Run 1, metal 3:
Scale: 1 px per µm. Cells faint in the background.
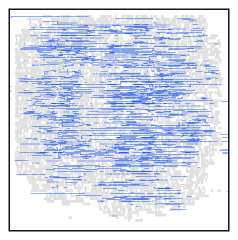
Run 1, metal layers overlaid:
Scale: 1.5 px per µm.
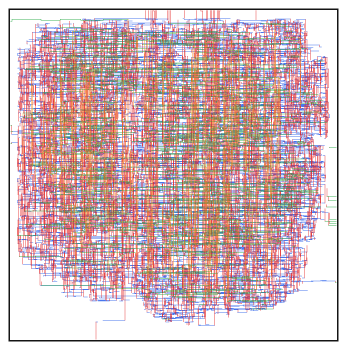
Run 1, signal wires on met2:
Scale: 1 px per µm.
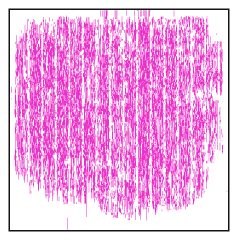
Design ternary_mvm_engine, sky130hd; sources not shown.
==> results.json, run 1 <==
{
  "status": "completed",
  "cts_sinks": 308,
  "clock.latency.late_pin_ns": 0.58,
  "cts_made_buffers": 37,
  "warnings": 33,
  "largest_register_ffs": 196,
  "synthArstFlopShare_pct": 0,
  "yosysWarnings": 0,
  "ys_ff": 308,
  "gp_congestion": 1.09,
  "dp_slack_ns": 0.775,
  "yosysSeqAreaShare_pct": 22.2,
  "worst-slew-pin-transition_ns": 1.22,
  "final_core_util_pct": 68.4,
  "die_h_um": 220,
  "top_area_share_pct": 22.2,
  "fin_worst_skew_ns": 0.0175,
  "crit_path_max_fanout": 71,
  "arrival_ns": 9.26,
  "drt_iter0_drc": 3656,
  "syn_area_um2": 27700,
  "crit_path_start_kind": "flip-flop",
  "edf_count": 0,
  "cts_resized": 0,
  "yosysMostFrequentCell": "nand2_1",
  "via_per_inst": 6.83,
  "setup_slack_ns": 0.753,
  "flop_cell": "dfxtp_1",
  "fin_area_um2": 29800,
  "area_leaders": "dfxtp_1 (22%), ha_1 (8.2%), nand2_1 (8.1%)",
  "coreArea_um2": 43500,
  "htree_levels": 2,
  "report.final.slew_viol_count": 0,
  "die_x_um": 218,
  "antenna_found_initial": 2,
  "first_pass_iters": 6,
  "fin_tns_setup_ns": 0,
  "fp_nets": 3835,
  "clkTransAtPathRegs_ns": 0.06,
  "drc": 0,
  "synth.distinct_cells": 115,
  "hp-class": "flip-flop to flip-flop",
  "cap_viol_max_count": 0,
  "period_needed_ns": 8.75,
  "setup_viol": 0,
  "drive_gt1_share_pct": 9.20,
  "stdcell_count": 4170,
  "rsz0062_at_grt": "no",
  "cp-end-kind": "flip-flop",
  "finalClockPeriodUsage_pct": 92.1,
  "p_leak_nw": 11.0,
  "worst-setup-path-type": "flip-flop to flip-flop",
  "grt_max_degree": 100,
  "grt_pass1_vias": 26412,
  "syn_avg_cell_area_um2": 7.66,
  "cts_tree": "done",
  "post_dp_cell_area_um2": 28400,
  "r2r_cells": 27,
  "die_area_um2": 48000,
  "ctsLongestPathBuffers": 3,
  "yosysChipArea_um2": 27700,
  "vdd_ir_drop_max_mv": 0.140,
  "worstHoldPathCells": 2,
  "num-fill-cells": 3654,
  "ys_cells": 3618,
  "p_per_area_nw_per_um2": 116,
  "ctsHoldBuffers": 0,
  "cp_data_required_time_ns": 10.01,
  "grt.overflow.total": 0
}
About 'metal 3':
- wire length on this layer: 13000 µm
- nets with wire on the layer: 527
- share of all routed wire: 13%
- main direction: horizontal
- longest straight run: 113 µm
via count: 28472
Post-Route WL: 98700 µm

About 'metal layers overlaid':
- blue: met1 (wire length 36.0 mm)
- green: met3 (wire length 13000 µm)
- orange: met4 (wire length 8470 µm)
- red: met2 (wire length 41.3 mm)
DR WL/cell: 23.7 µm
Global Route Usage Sum: 39.6%

About 'signal wires on met2':
- wire length on this layer: 41.3 mm
- longest straight run: 62.6 µm
- main direction: vertical
- nets with wire on the layer: 3051
met2 Track Usage GR: 59.8%

## run 1: final cells by class
class / instances / area [µm²] / area share (%)
tap: 592 / 741 / 2.49
multi-input combinational: 2977 / 20200 / 67.8
inverter: 102 / 388 / 1.30
antenna: 2 / 5.00 / 0.0168
clock inverter: 13 / 200 / 0.672
clock buffer: 51 / 1070 / 3.59
timing repair buffer: 125 / 1020 / 3.43
sequential: 308 / 6170 / 20.7
## run 1: cells by family (layout without fill, tap and decap cells)
family          count (synthesis)  in the layout  synth area share (%)
xor+xnor                      190            190                  6.05
other cells                     0              2                     0
mux                           259            259                  12.3
flops                         308            308                  22.2
simple gates                 1352           1352                  22.1
buf+inv                       333            291                  5.20
fa+ha+maj                     195            195                  9.18
compound gates                981            981                  23.0
## run 1: report_power, final
group | leakage [nW] | switching (mW) | internal, mW
combinational | 7.85 | 0.379 | 0.214
sequential | 2.48 | 0.0191 | 1.30
clock | 0.619 | 0.628 | 0.901
## run 1: cells in the final DEF, fill, tap and decap left out, drive strengths merged, types with 53 or more instances in the layout
master and count:
a211oi 56, a21oi 362, buf 91, dfxtp 308, ha 181, inv 102, mux2 69, mux2i 133
mux4 57, nand2 599, nand3 56, nor2 315, nor3 96, o21ai 151, xnor2 136, xor2 53
## run 1: worst max-delay path: stages, from the launching register on
cell       delay [ns]
dfxtp_4          1.02
or3b_1           0.61
o22ai_1          0.19
nor3_2           0.55
nand2_2          0.38
and2_1           0.42
nor2_1           0.20
xnor2_1          0.22
ha_1             0.35
nor2b_1          0.17
o31a_1           0.29
o21ai_0          0.17
nand2b_1         0.09
xnor2_1          0.13
o21ai_0          0.14
ha_1             0.25
or3_1            0.43
or2_2            0.31
o22ai_1          0.21
xnor2_1          0.16
nor3_1           0.09
a2111oi_0        0.77
o41ai_1          0.22
a32oi_1          0.23
nor4b_1          0.50
a31oi_4          0.19
o22ai_1          0.18
a22o_1           0.15
## run 1: per-layer routing
layer	share of wire [%]	routed length (µm)	vias up	track usage (%)
li1	-	-	12888	-
met1	36	36000	13068	48.8
met2	42	41300	1957	59.8
met3	13	13000	559	11.1
met4	8.6	8470	0	27.5
met5	0	0	-	0
--- run 2 (diff from run 1) ---
==> constraint.sdc (replaced) <==
create_clock -name clk -period 9.5 [get_ports clk]
set_input_delay 0.95 -clock clk [delete_from_list [all_inputs] [get_ports clk]]
set_output_delay 0.95 -clock clk [all_outputs]
set_load 0.005 [all_outputs]
Run 2, power grid:
Scale: 1.5 px per µm. Pins as bars on the die edge. Tap cells in grey.
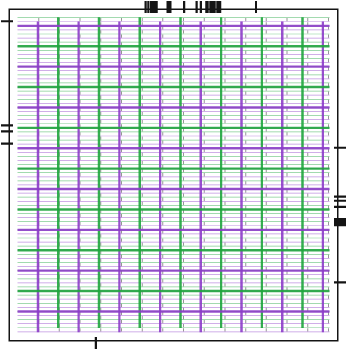
- green: VDD
- purple: VSS
- rows: 77
- tap cells: 592
- signal pins: 37
die height: 220 µm
Die W: 218 µm
largest voltage drop on the vdd net: 0.151 mV
core area: 43500 µm²

Run 2, metal 3:
Scale: 1 px per µm. Cells faint in the background.
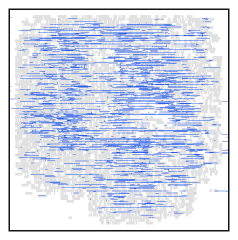
- nets with wire on the layer: 519
- share of all routed wire: 13%
- wire length on this layer: 12700 µm
- main direction: horizontal
- longest straight run: 99.4 µm
met3 usage: 10.3%
Post-Route WL: 99500 µm

==> results.json, run 2 <==
{
  "cts_resized": 0,
  "syn_avg_cell_area_um2": 7.66,
  "report.final.slew_viol_count": 0,
  "rsz0062_at_grt": "no",
  "fin_nets": 3760,
  "crit_path_max_fanout": 39,
  "slew-limit-headroom_pct": 19.4,
  "p_int_mw": 2.41,
  "arrival_ns": 9.11,
  "final_common_cell": "nand2_1",
  "grt_pass1_vias": 26445,
  "regArea_um2": 6170,
  "ctsLongestPathBuffers": 3,
  "num-fill-cells": 3593,
  "ios": 37,
  "cts_sinks": 308,
  "die_area_um2": 48000,
  "postCtsSetupBuffers": 0,
  "area_leaders": "dfxtp_1 (22%), ha_1 (8.2%), nand2_1 (8.1%)",
  "cts_root_buf": "clkbuf_16",
  "num_vias": 28472,
  "p_clk_share_pct": 44.4,
  "largest_register_ffs": 196,
  "flop_cell": "dfxtp_1",
  "p_leak_nw": 10.9,
  "gp_congestion": 1.03,
  "lay_top_cells": "nand2_1 (598), a21oi_1 (360), nor2_1 (314)",
  "cp_data_required_time_ns": 10.01,
  "hp-class": "flip-flop to flip-flop",
  "cp_slowest_stage_delay_ns": 0.99,
  "first_pass_iters": 8,
  "p_comb_share_pct": 17.3,
  "grt_use_total_pct": 40.0,
  "area_growth_pct": 7.22,
  "grt_pass1_wl_um": 151000,
  "setup_viol": 0,
  "ys_cells": 3618,
  "yosysSeqAreaShare_pct": 22.2,
  "fin_worst_skew_ns": 0.0116,
  "worst-setup-path-type": "flip-flop to flip-flop",
  "via_per_inst": 6.84,
  "worst-slew-pin-transition_ns": 1.21,
  "r2r_cells": 26,
  "fin_tns_setup_ns": 0,
  "grt.overflow.total": 0,
  "worstHoldPathCells": 2,
  "drive_gt1_share_pct": 9.13,
  "ys_ff": 308,
  "critPathSlowestCell": "dfxtp_2",
  "synthArstFlopShare_pct": 0,
  "seqPwrFrac_pct": 38.4,
  "yosysWarnings": 0,
  "power.switching_mw": 1.03,
  "ctsHoldBuffers": 0,
  "synth.top_cells.by_count": "nand2_1 (598), a21oi_1 (360), nor2_1 (314)",
  "cts_tree": "done",
  "clkTransAtPathRegs_ns": 0.06,
  "comb_area_um2": 20200,
  "warnings": 39,
  "yosysMostFrequentCell": "nand2_1",
  "p_per_area_nw_per_um2": 116,
  "edf_count": 0,
  "period_needed_ns": 8.60,
  "finalClockPeriodUsage_pct": 90.5,
  "syn_area_um2": 27700,
  "largest_area_cell": "dfxtp_1",
  "hold_ws_ns": 0.457,
  "wl_per_cell_um": 23.9,
  "cts_made_buffers": 38,
  "drt_iter0_drc": 3739,
  "cp-end-kind": "flip-flop",
  "final_core_util_pct": 68.3,
  "status": "completed",
  "fp_nets": 3835,
  "timing_hold_violations_final": 0,
  "dpl.hpwl_um": 69400,
  "htree_levels": 2,
  "io_buffers": 36,
  "yosysChipArea_um2": 27700,
  "cap_viol_max_count": 0,
  "fp_util_pct": 63.7,
  "r2r_slack_ns": 0.90,
  "row_count": 77,
  "fmax_ghz": 0.116,
  "synthCells": 3618,
  "drc": 0,
  "grt_max_degree": 104,
  "clock.latency.late_pin_ns": 0.58,
  "synth.distinct_cells": 115,
  "top_area_share_pct": 22.2,
  "crit_path_start_kind": "flip-flop",
  "swShare_pct": 30.0,
  "ant_nets": 0,
  "antenna_found_initial": 3
}
run 2: cell counts after synthesis:
Identical to the previous run, type by type.
run 2: layout make-up:
type	instances	share of cell area [%]
flip-flops and latches	308	20.8
multi-input cells	2977	67.9
repair buffers	116	3.22
clock buffers	51	3.67
well taps	592	2.49
diodes	1	0.00842
inverters	102	1.30
clock inverters	17	0.661
run 2: per-layer routing:
layer	up-vias	track usage (%)	wire length, µm
met5	-	0	27
met4	4	27.4	9020
met3	579	10.3	12700
met2	1982	60.6	41500
met1	13052	50.0	36200
li1	12855	-	-
run 2: power by group through the flow:
stage | clock [mW] | sequential (mW) | combinational (mW)
after floorplan | 0 | 1.34 | 0.410
after global placement | 0 | 1.35 | 0.559
after detailed placement | 0 | 1.35 | 0.567
after CTS | 1.52 | 1.32 | 0.571
after global routing | 1.58 | 1.32 | 0.632
final | 1.53 | 1.32 | 0.594
run 2: metrics by stage:
stage          power, mW  instance area, µm²  setup WS, ns  instances
6_report            3.44               29700         0.901       4164
5_1_grt             3.53               29700         0.622       4163
4_1_cts             3.41               29700          1.25       4154
3_5_place_dp        1.91               28400          1.24       4086
3_3_place_gp        1.90               28400          1.32       4084
2_1_floorplan       1.75               27700          2.67       3618
run 2: critical path: cells and delay by family, from the launching register on:
kind / cells / cell delay (ns)
AOI/OAI and AO/OA: 10 / 2.57
and+or+nand+nor: 7 / 2.15
muxes: 4 / 1.52
DFF: 1 / 0.99
adders and majority gates: 2 / 0.66
buffers and inverters: 1 / 0.37
xor gates and xnor gates: 2 / 0.27
run 2: kinds of logic (layout without fill, tap and decap cells):
| kind of cell | Yosys count | after routing | synth area share, % |
|---|---|---|---|
| AOI/OAI and AO/OA | 981 | 981 | 23.0 |
| xor gates and xnor gates | 190 | 190 | 6.05 |
| adders and majority gates | 195 | 195 | 9.18 |
| buffers and inverters | 333 | 286 | 5.20 |
| DFF | 308 | 308 | 22.2 |
| muxes | 259 | 259 | 12.3 |
| other | 0 | 1 | 0 |
| and+or+nand+nor | 1352 | 1352 | 22.1 |
Power is estimated from default activity; no workload was simulated.
